Design ram_port_arbiter_flat, sky130hd; sources not shown.
Figure 1. Cell area per tile (run 1).
The die is cut into 11 by 11 equal tiles; white is low, dark blue is high, 0 to 100% covered.
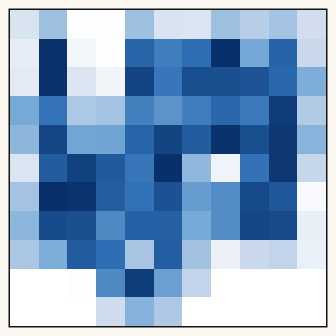
emptiest ninth of the die	south-east
densest ninth of the die	centre
nearly empty tiles	15%
tiles over 75% full	33%
fullest tile	100%
post-layout util: 62.4%
FP Util: 25.2%
core region area: 2450 um2

Figure 2. Placed cells, one colour a class (run 1).
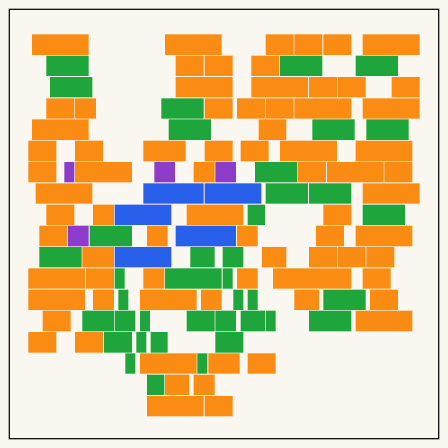
colour	class	cells	share of their area
blue	flops	5	6.9%
purple	clock drivers and dummy loads	4	1.8%
orange	other buffers and delay cells	75	65%
green	combinational and other logic	39	27%
flop share of the area: 6.70%
standard-cell rows: 18
post-route design area: 1530 um2

Figure 3. Signal wires on met2 (run 1).
Scale bar: 20 um.
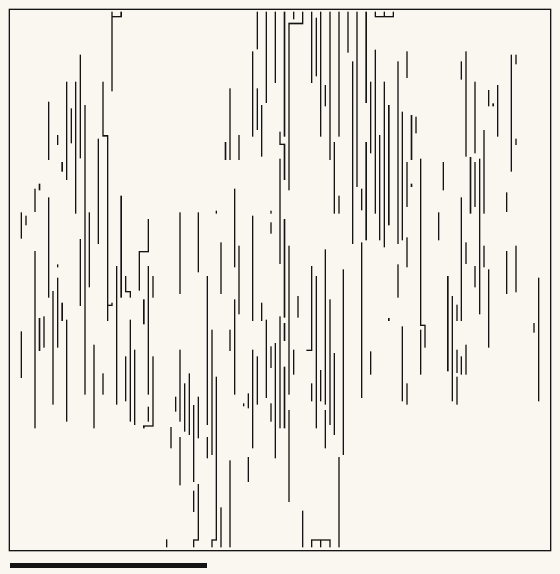
nets with wire on the layer	159
share of all routed wire	55%
wire length on this layer	1220 um
main direction	vertical
longest straight run	29.2 um
vias after detailed routing: 702
wirelength, routed: 2230 um

==> results.sh, run 1 <==
# physical design summary
export IMPL_numCtsBuffers=3
export IMPL_leakage_uw=0.000686
export IMPL_place_hpwl_um=1790
export IMPL_power_density_nw_per_um2=518
export IMPL_cts_setup_buffers=4
export IMPL_finalHoldWorstSlack_ps=385
export IMPL_setup_total_negative_slack_ps=-1800
export IMPL_worst_r2r_cell_count=8
export IMPL_wp_depth=6
export IMPL_cell_count_after_placement=140
export IMPL_syn_inst=62
export IMPL_critical_path_slowest_cell="sky130_fd_sc_hd__dfxtp_2"
export IMPL_worst_path_buffer_plus_inverter_count=3
export IMPL_seq_area_frac_synth_pct=16.2
export IMPL_timing_critical_path_arrival_ps=1750
export IMPL_synthAoiAreaFrac_pct=16.2
export IMPL_post_route_drc_count=0
export IMPL_synth_area_mux_share_pct=35.2
export IMPL_netlist_area_um2=618
export IMPL_critical_path_peak_fanout=6
export IMPL_die_size_y_um=54.8
export IMPL_post_route_period_util_pct=106
export IMPL_grt_start_max_net_pins=8
export IMPL_drt_pass1_iterations=4
export IMPL_wl_per_cell_um=14.5
export IMPL_run_status="complete, but fails checks"
export IMPL_max_slew_margin_pct=85.2
export IMPL_worst_ep_required_time_ps=1630
export IMPL_worst_r2r_setup_slack_ps=400
export IMPL_synth_top_cells_by_count="sky130_fd_sc_hd__buf_4, sky130_fd_sc_hd__mux2_4, sky130_fd_sc_hd__dfxtp_1, sky130_fd_sc_hd__inv_1, sky130_fd_sc_hd__nand2_1"
export IMPL_layout_setup_ws_ps=-114
export IMPL_post_synth_xor_area_fraction_pct=0
export IMPL_async_flop_share_pct=0
export IMPL_first_iter_violations=6
export IMPL_area_growth_syn_to_layout_pct=148
export IMPL_yosys_cell_count=62
export IMPL_yosys_most_used_dff="sky130_fd_sc_hd__dfxtp_1"
export IMPL_max_cap_violations=0
export IMPL_cts_root_buf="sky130_fd_sc_hd__clkbuf_4"
export IMPL_floorplan_die_width_um=54.8
export IMPL_synth_simple_area_share_pct=5.67
export IMPL_finalPower_uw=794
export IMPL_grt_remaining_overflow=0
export IMPL_cts_htree_levels=1
export IMPL_post_synth_top_count_cell="sky130_fd_sc_hd__buf_4"
export IMPL_synth_flops=5
export IMPL_fin_nets=172
export IMPL_groute_usage_overall_pct=14.7
export IMPL_clk_transition_reported_paths_ps=40
export IMPL_ys_top_cells_by_area="sky130_fd_sc_hd__mux2_4, sky130_fd_sc_hd__buf_4, sky130_fd_sc_hd__dfxtp_1"
export IMPL_chip_area_um2=3000
export IMPL_hold_path_class="reg -> reg"
export IMPL_setup_viol_count_final=17
export IMPL_worstSetupStartpointType="flop"
export IMPL_achievable_freq_ghz=0.464
export IMPL_post_place_ws_ps=-359
export IMPL_post_cts_resized_instances=17
export IMPL_enable_flop_cells=0
export IMPL_place_congestion=0.785
export IMPL_critical_path_class="reg -> out"
export IMPL_clock_sinks=5
export IMPL_critical_path_endpoint_type="output pin"
export IMPL_hold_viol=0
export IMPL_first_global_vias=746
export IMPL_synthAdderAreaFrac_pct=0
export IMPL_failing_checks="setup timing"
export IMPL_yosys_cell_types_count=20
export IMPL_ys_top_logic_family="multiplexers"
export IMPL_crit_path_time_final_ps=2150
export IMPL_top_cell_area_share_pct=24.3
export IMPL_warning_count=29
export IMPL_ios=85
export IMPL_placed_cell_area_um2=1380
export IMPL_synth_chip_area_um2=618
export IMPL_clock_latency_late_pin_ps=240
export IMPL_route_detailed_vias_per_inst=4.59
export IMPL_max_vdd_ir_drop_mv=0.480
export IMPL_rsz0062_at_grt="true"
export IMPL_holdPathStages=2
export IMPL_ctsHoldBuffers=0
-- run 1: logic make-up after synthesis --
kind of cell    count (synthesis)
flops                           5
buf+inv                        23
mux                            16
compound gates                 10
simple gates                    8
-- run 1: routing by layer --
| metal | track usage, % | part of all wire (%) | wire [um] |
|---|---|---|---|
| met5 | 0 | 0 | 0 |
| met4 | 7.50 | 1.8 | 39 |
| met3 | 5.19 | 15 | 327 |
| met2 | 30.2 | 55 | 1220 |
| met1 | 11.6 | 29 | 636 |
-- run 1: cell usage in the layout (no fill, tap or decap), drive strengths merged --
cell,count
clkdlybuf4s50,36
buf,36
mux2,16
nand2,5
inv,5
dfxtp,5
clkbuf,4
dlygate4sd2,3
a32o,3
a211oi,2
a21o,1
o311a,1
and2,1
nor2,1
and3,1
o21bai,1
a211o,1
a41oi,1
-- run 1: worst register-to-register path: stages, from the launching register on --
cell and delay [ps]:
sky130_fd_sc_hd__dfxtp_2 320, sky130_fd_sc_hd__a21o_1 150, sky130_fd_sc_hd__a211oi_4 70, sky130_fd_sc_hd__buf_6 140, sky130_fd_sc_hd__buf_8 130, sky130_fd_sc_hd__buf_6 110, sky130_fd_sc_hd__buf_4 120, sky130_fd_sc_hd__buf_4 120
sky130_fd_sc_hd__a211o_1 260
-- run 1: report_power, final --
group	switching, uW	internal, uW	total (uW)
clock network	39.8	73.9	114
logic	308	261	568
registers	5.14	106	111
-- run 1: area by class of cell --
cell class / instances / area [um2]
Fill cell: 202 / 923
Clock buffer: 4 / 26.3
Sequential cell: 5 / 103
Multi-Input combinational cell: 34 / 379
Timing Repair Buffer: 75 / 967
Tap cell: 30 / 37.5
Inverter: 5 / 18.8
## Run 2: what changed since run 1
- ABC_CLOCK_PERIOD_IN_PS: not set -> 2040
- SLEW_MARGIN: not set -> 10
==> results.sh, run 2 <==
# physical design summary
export IMPL_critical_path_endpoint_type="output pin"
export IMPL_critical_path_peak_fanout=6
export IMPL_nFillCells=202
export IMPL_mostFrequentLayoutCells="sky130_fd_sc_hd__clkdlybuf4s50_1, sky130_fd_sc_hd__buf_12, sky130_fd_sc_hd__mux2_4, sky130_fd_sc_hd__buf_4, sky130_fd_sc_hd__nand2_1"
export IMPL_leakage_uw=0.000686
export IMPL_ctsHoldBuffers=0
export IMPL_seq_area_frac_synth_pct=16.2
export IMPL_grt_busiest_layer="met2"
export IMPL_post_route_period_util_pct=106
export IMPL_rsz0062_at_grt="true"
export IMPL_cts_htree_levels=1
export IMPL_final_util_pct=62.4
export IMPL_globalRouteMet1Util_pct=11.6
export IMPL_wl_um=2230
export IMPL_grt_use_met3_pct=5.19
export IMPL_chip_area_um2=3000
export IMPL_max_vdd_ir_drop_mv=0.480
export IMPL_timing_critical_path_arrival_ps=1750
export IMPL_critical_path_class="reg -> out"
export IMPL_worst_r2r_cell_count=8
export IMPL_worst_r2r_setup_slack_ps=400
export IMPL_netlist_area_um2=618
export IMPL_numCtsBuffers=3
export IMPL_failing_checks="setup timing"
export IMPL_floorplan_die_width_um=54.8
export IMPL_crit_path_time_final_ps=2150
export IMPL_post_cts_resized_instances=17
export IMPL_holdPathStages=2
export IMPL_area_growth_syn_to_layout_pct=148
export IMPL_grt_start_max_net_pins=8
export IMPL_achievable_freq_ghz=0.464
export IMPL_clk_transition_reported_paths_ps=40
export IMPL_core_area_um2=2450
export IMPL_first_global_vias=746
export IMPL_hold_viol=0
export IMPL_max_cap_violations=0
export IMPL_fin_nets=172
export IMPL_yosys_most_used_dff="sky130_fd_sc_hd__dfxtp_1"
export IMPL_die_size_y_um=54.8
export IMPL_drt_pass1_iterations=4
export IMPL_yosys_cell_count=62
export IMPL_first_iter_violations=6
export IMPL_run_status="complete, but fails checks"
export IMPL_worst_ep_required_time_ps=1630
export IMPL_top_cell_area_share_pct=24.3
export IMPL_layout_setup_ws_ps=-114
export IMPL_syn_inst=62
export IMPL_synth_flops=5
export IMPL_post_synth_top_count_cell="sky130_fd_sc_hd__buf_4"
export IMPL_cts_root_buf="sky130_fd_sc_hd__clkbuf_4"
export IMPL_yosysWarnings=0
export IMPL_use_met2_pct=30.2
export IMPL_groute_usage_overall_pct=14.7
export IMPL_clock_path_buffers=2
export IMPL_ys_top_cells_by_area="sky130_fd_sc_hd__mux2_4, sky130_fd_sc_hd__buf_4, sky130_fd_sc_hd__dfxtp_1"
export IMPL_routed_via_count=702
export IMPL_grt_remaining_overflow=0
export IMPL_enable_flop_cells=0
export IMPL_async_flop_share_pct=0
export IMPL_clock_latency_late_pin_ps=240
export IMPL_warning_count=29
export IMPL_wl_per_cell_um=14.5
export IMPL_floorplan_rows=18
export IMPL_power_density_nw_per_um2=518
export IMPL_cell_count_after_placement=140
export IMPL_yosys_cell_types_count=20
export IMPL_setup_viol_count_final=17
export IMPL_layout_cells_most_common="sky130_fd_sc_hd__clkdlybuf4s50_1"
export IMPL_synth_top_cells_by_count="sky130_fd_sc_hd__buf_4, sky130_fd_sc_hd__mux2_4, sky130_fd_sc_hd__dfxtp_1, sky130_fd_sc_hd__inv_1, sky130_fd_sc_hd__nand2_1"
export IMPL_synth_chip_area_um2=618
export IMPL_place_hpwl_um=1790
export IMPL_max_slew_margin_pct=85.2
export IMPL_ios=85
export IMPL_hold_path_class="reg -> reg"
export IMPL_place_congestion=0.785
export IMPL_cts_setup_buffers=4
export IMPL_post_route_drc_count=0
export IMPL_clock_sinks=5
export IMPL_worstSetupStartpointType="flop"
export IMPL_antenna_cells_inserted=0
==> run 2: cell counts in the layout (fill, tap and decap cells not counted) <==
Identical to the previous run, type by type.
==> run 2: cell type report <==
class,instances,area (um2),area share (%)
Tap cell,30,37.5,2.45
Timing Repair Buffer,75,967,63.2
Sequential cell,5,103,6.70
Clock buffer,4,26.3,1.72
Multi-Input combinational cell,34,379,24.8
Inverter,5,18.8,1.23
==> run 2: logic make-up after synthesis <==
kind of cell / Yosys count / share of synthesized area [%]
AND/OR/NAND/NOR: 8 / 5.67
flip-flops: 5 / 16.2
buffers and inverters: 23 / 26.7
multiplexers: 16 / 35.2
AND-OR/OR-AND: 10 / 16.2
==> run 2: metal layers <==
metal,vias up,routed length [um]
met5,-,0
met4,0,39
met3,5,327
met2,49,1220
met1,320,636
li1,328,-
==> run 2: worst max-delay path: stages (launching register included) <==
cell and delay [ps]:
sky130_fd_sc_hd__dfxtp_2 320, sky130_fd_sc_hd__a21o_1 200, sky130_fd_sc_hd__a211oi_4 210, sky130_fd_sc_hd__buf_6 170
sky130_fd_sc_hd__buf_8 130, sky130_fd_sc_hd__mux2_4 320, sky130_fd_sc_hd__buf_12 170
==> run 2: power breakdown <==
group | internal (uW) | switching (uW) | total [uW]
Sequential | 106 | 5.14 | 111
Combinational | 261 | 308 | 568
Clock | 73.9 | 39.8 | 114
==> run 2: through the flow <==
stage	TNS, ps	cell area, um2	total power (uW)	setup WS [ps]	hold WS (ps)
3_3_place_gp	-5190	1380	642	-350	353
3_5_place_dp	-5280	1380	651	-359	385
2_1_floorplan	-402	619	565	-87.5	305
4_1_cts	-1750	1490	794	-111	390
6_report	-1800	1530	794	-114	385
5_1_grt	-2770	1530	824	-172	417
Figure 4. Cell outlines without signal wires (run 2).
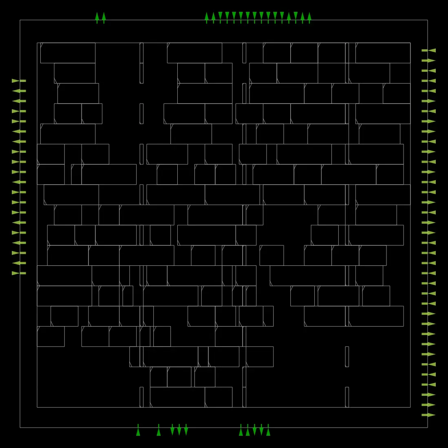
fin cells: 153
Flops: 5
number of well taps: 30

Power is estimated from default activity; no workload was simulated.
